`src/rtl/melody_sequencer.sv`:
```
// Song-RAM melody sequencer driving a square-wave tone generator's note/hush inputs.
// Define MELODY_GAP_EN to silence the final tick of sustained (dur>=2, rest=0) entries.
module melody_sequencer #(
   parameter  int unsigned TICK_DIV = 6_250_000,
   parameter  int unsigned LEN      = 32,
   localparam int unsigned AW       = $clog2(LEN)
) (
   input  logic          clk_i,
   input  logic          rst_i,
   input  logic          start_i,
   input  logic          stop_i,
   input  logic          loop_i,
   input  logic          wr_en_i,
   input  logic [AW-1:0] wr_addr_i,
   input  logic [8:0]    wr_data_i,
   output logic [3:0]    note_o,
   output logic          hush_o,
   output logic          busy_o,
   output logic [AW-1:0] step_o
);

   localparam int unsigned   PW       = $clog2(TICK_DIV);
   localparam logic [PW-1:0] PSC_LAST = PW'(TICK_DIV - 1);
   localparam logic [AW-1:0] STEP_END = AW'(LEN - 1);

   typedef enum logic [1:0] {S_IDLE, S_LOAD, S_PLAY, S_GAP} state_t;

   state_t        state_q, state_d;
   logic [AW-1:0] step_q, step_d;
   logic [3:0]    note_q, note_d;
   logic [3:0]    ticks_q, ticks_d;
   logic          hush_q, hush_d;
   logic [PW-1:0] psc_q, psc_d;
   logic [8:0]    ram_q [LEN];
   logic [8:0]    entry;
   logic          tick;
   logic          gap_now;

   // Song RAM: no reset so the tune survives rst; writable only while idle.
   always_ff @(posedge clk_i) begin
      if (wr_en_i && !busy_o) ram_q[wr_addr_i] <= wr_data_i;
   end

   assign entry = ram_q[step_q];
   assign tick  = (psc_q == PSC_LAST);

`ifdef MELODY_GAP_EN
   // In PLAY hush_q equals the entry's rest bit, so it doubles as the rest flag.
   assign gap_now = (state_q == S_PLAY) && (ticks_q == 4'd2) && !hush_q;
`else
   assign gap_now = 1'b0;
`endif

   always_comb begin
      state_d = state_q;
      step_d  = step_q;
      note_d  = note_q;
      ticks_d = ticks_q;
      hush_d  = hush_q;
      psc_d   = psc_q;
      if (stop_i) begin
         state_d = S_IDLE;
         hush_d  = 1'b1;
      end else begin
         case (state_q)
            S_IDLE: begin
               if (start_i) begin
                  state_d = S_LOAD;
                  step_d  = '0;
               end
            end
            S_LOAD: begin
               note_d  = entry[7:4];
               ticks_d = entry[3:0];
               psc_d   = '0;
               if (entry[3:0] != 4'd0) begin
                  state_d = S_PLAY;
                  hush_d  = entry[8];
               end else if (loop_i && step_q != '0) begin
                  step_d = '0;
               end else begin
                  state_d = S_IDLE;
                  hush_d  = 1'b1;
               end
            end
            S_PLAY, S_GAP: begin
               psc_d = tick ? '0 : psc_q + 1'b1;
               if (tick) begin
                  ticks_d = ticks_q - 4'd1;
                  if (ticks_q == 4'd1) begin
                     step_d = step_q + 1'b1;
                     // Running off the end of the RAM behaves like an end marker.
                     if (step_q == STEP_END && !loop_i) begin
                        state_d = S_IDLE;
                        hush_d  = 1'b1;
                     end else begin
                        state_d = S_LOAD;
                     end
                  end else if (gap_now) begin
                     state_d = S_GAP;
                     hush_d  = 1'b1;
                  end
               end
            end
            default: state_d = S_IDLE;
         endcase
      end
   end

   always_ff @(posedge clk_i or posedge rst_i) begin
      if (rst_i) begin
         state_q <= S_IDLE;
         step_q  <= '0;
         note_q  <= '0;
         ticks_q <= '0;
         hush_q  <= 1'b1;
         psc_q   <= '0;
      end else begin
         state_q <= state_d;
         step_q  <= step_d;
         note_q  <= note_d;
         ticks_q <= ticks_d;
         hush_q  <= hush_d;
         psc_q   <= psc_d;
      end
   end

   assign note_o = note_q;
   assign hush_o = hush_q;
   assign busy_o = (state_q != S_IDLE);
   assign step_o = step_q;

endmodule

```
`config.mk`:
```
export PLATFORM = sky130hd
export DESIGN_NAME = melody_sequencer
export DESIGN_NICKNAME = d
export VERILOG_FILES = /design/src/rtl/melody_sequencer.sv
export SDC_FILE = /design/constraint.sdc
export NUM_CORES = 1
export LEC_CHECK = 0
export CORE_MARGIN = 2
export CORE_UTILIZATION = 45
export DETAILED_ROUTE_END_ITERATION = 6
export PLACE_DENSITY = 0.69
export SKIP_CTS_REPAIR_TIMING = 1
export SLEW_MARGIN = 20
export SYNTH_ARGS = -nofsm -noshare
export SYNTH_HDL_FRONTEND = slang
export SYNTH_SLANG_ARGS = --single-unit
export TNS_END_PERCENT = 30
```
`constraint.sdc`:
```
create_clock -name clk_i -period 3.47 [get_ports clk_i]
set_clock_uncertainty 0.2 [all_clocks]
set_input_delay 0.694 -clock clk_i [delete_from_list [all_inputs] [get_ports clk_i]]
set_output_delay 0.694 -clock clk_i [all_outputs]
set_load 0.005 [all_outputs]
```
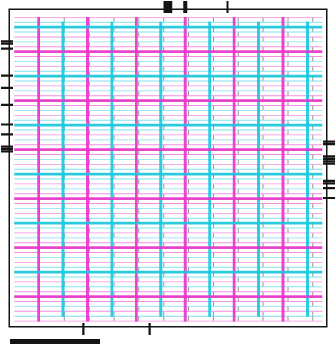
(supply network)
Bar = 50 um. Pins as bars on the die edge. Tap cells in grey.
VSS: shown in magenta. VDD: shown in cyan.
384 tap cells. 31 signal pins sit on the boundary.
die extent in x: 175 um
Chip Height: 175 um
maximum ir drop on the vdd rail: 0.000428 V
Core Area: 28900 sq um

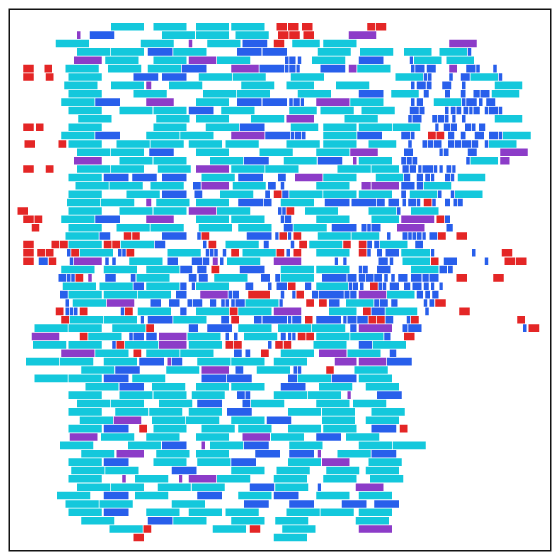
(cells coloured by class)
flip-flops: shown in cyan, cells 327. clock drivers and dummy loads: shown in purple, cells 60. all other logic: shown in blue, cells 376. other buffers and delay cells: shown in red, cells 103.

==> results.rst <==
Synthesis and place-and-route
=============================

.. list-table::
   :header-rows: 1

   * - Metric
     - Value
   * - Final cell count without fillers
     - 1250
   * - Combinational cell area excluding buffers and inverters
     - 3400 sq um
   * - I/O pin cnt
     - 31
   * - Met1 track demand over resource in global routing
     - 25.6%
   * - RSZ-0062 raised after global routing
     - no
   * - Cell total after placement
     - 1190
   * - Cts bufs inserted
     - 35
   * - TAP cells
     - 384
   * - Type of the tightest min-delay check
     - reg -> reg
   * - Seq_cells
     - 327
   * - Later-pin clock latency in the skew report
     - 0.52 ns
   * - Final design instance area without fill
     - 15600 sq um
   * - Status
     - complete, no violations
   * - Launching element of the worst setup path
     - step_o[0]$_DFFE_PP0P_
   * - Sequential share of cell area
     - 61.7%
   * - Synthesized area per cell
     - 18.0 sq um
   * - Footprint of the flip-flops and latches
     - 9630 sq um
   * - Yosys warns
     - 0
   * - Nature of the critical path endpoint
     - flip-flop
   * - Final setup margin
     - 0.236 ns
   * - Dominant logic cell type in the layout
     - edfxtp_1
   * - Number of remaining DRC errors
     - 0
   * - First-pass GRT wire length
     - 42.1 mm
   * - Number of global-route vias before repair
     - 7072
   * - Tot GR Track Use
     - 18.1%
   * - Hold EP
     - psc_q[22]$_DFFE_PP0P_
   * - Reg2Reg Capture Point
     - step_o[3]$_DFFE_PP0P_
   * - Slew margin rel.
     - 55.7%
   * - Number of iterations in the first detailed-routing pass
     - 5
   * - Slew of the pin with the lowest slew margin
     - 0.664 ns
   * - Critical path start-end classification
     - reg -> reg
   * - Number of fillers in the final layout
     - 2270
   * - Fraction of layout cells with a size suffix above 1
     - 24.0%
   * - FF-to-FF path depth
     - 7
   * - Part of the power in registers
     - 41.4%
   * - Number of cells on the worst hold path
     - 1
   * - Maximum clock rate
     - 0.309 GHz
   * - Ys flop type
     - edfxtp_1
   * - Multi-input gates
     - 361
   * - Sink count of the clock tree
     - 327
   * - Min Tclk post-route
     - 3.23 ns
   * - Yosys synthesis chip area
     - 13200 sq um
   * - Number of antenna violations at the first check in global routing
     - 0
   * - Tool warnings
     - 28
   * - Bufs w/o clock
     - 103
   * - Proportion of cell area occupied by multi-input gates
     - 21.8%
   * - Final total power
     - 11.1 mW
   * - Global route hottest layer
     - met2
   * - Clock buffer and inverter area fraction after layout
     - 7.63%
   * - Half-perimeter wire length after detailed placement
     - 17.9 mm
   * - Floorplan net count
     - 762
   * - Number of cell instances after yosys synthesis
     - 736
   * - Worst Setup Start Kind
     - flip-flop
   * - Top-area cell share
     - 65.4%
   * - Synth cell types
     - 55
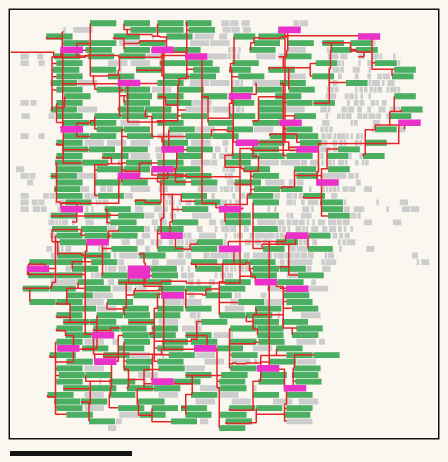
(clock wires, drivers and flops)
Bar = 50 um.
cells driving clock nets: shown in magenta, count 35. flip-flops: shown in green, count 327. clock wires: shown in red, length 3540 um.
There are 36 routed clock nets.

-- logic make-up (layout without fill, tap and decap cells) --
kind of cell	after synthesis	in the layout	share of synthesized area (%)
DFF	327	327	72.8
adders and majority gates	6	6	0.568
muxes	92	92	14.2
xor gates and xnor gates	15	15	0.993
AOI/OAI and AO/OA	67	67	3.59
and+or+nand+nor	181	181	6.39
buffers and inverters	48	178	1.53
-- critical path, cell delays in order, from the launching register on --
cell and delay (ns):
dfrtp_4 0.54, buf_4 0.43, mux4_2 0.56, a211o_1 0.33
a222oi_1 0.45, buf_4 0.20, a21o_1 0.20, a41oi_1 0.15
-- state kept, by name, indices dropped and copies added, names as in the netlist --
signal,count
ram_q,288
state_q,2
hush_o,1
ticks_q,4
step_o,5
psc_q,23
note_o,4
-- power groups by stage --
stage / Combinational [mW] / Sequential (mW) / Clock, mW
5_1_grt: 2.89 / 4.64 / 4.08
3_3_place_gp: 2.66 / 4.69 / 0
2_1_floorplan: 1.83 / 4.59 / 0
6_report: 2.68 / 4.62 / 3.85
4_1_cts: 2.70 / 4.62 / 3.91
3_5_place_dp: 2.68 / 4.70 / 0
-- layer usage --
layer,up-vias,part of all wire [%]
met4,0,3.6
li1,3155,-
met2,242,47
met5,-,0
met1,3555,43
met3,60,6.4
-- cell usage after synthesis (7+ instances only) --
cell,number
nor3_1,7
nand3_1,19
dfrtp_1,38
inv_1,14
mux2i_1,16
o21ai_0,13
a31oi_1,8
mux4_2,76
nand2_1,36
nand4_1,7
xor2_1,10
edfxtp_1,288
a22oi_1,9
nor2_1,75
clkbuf_1,20
Power is estimated from default activity; no workload was simulated.
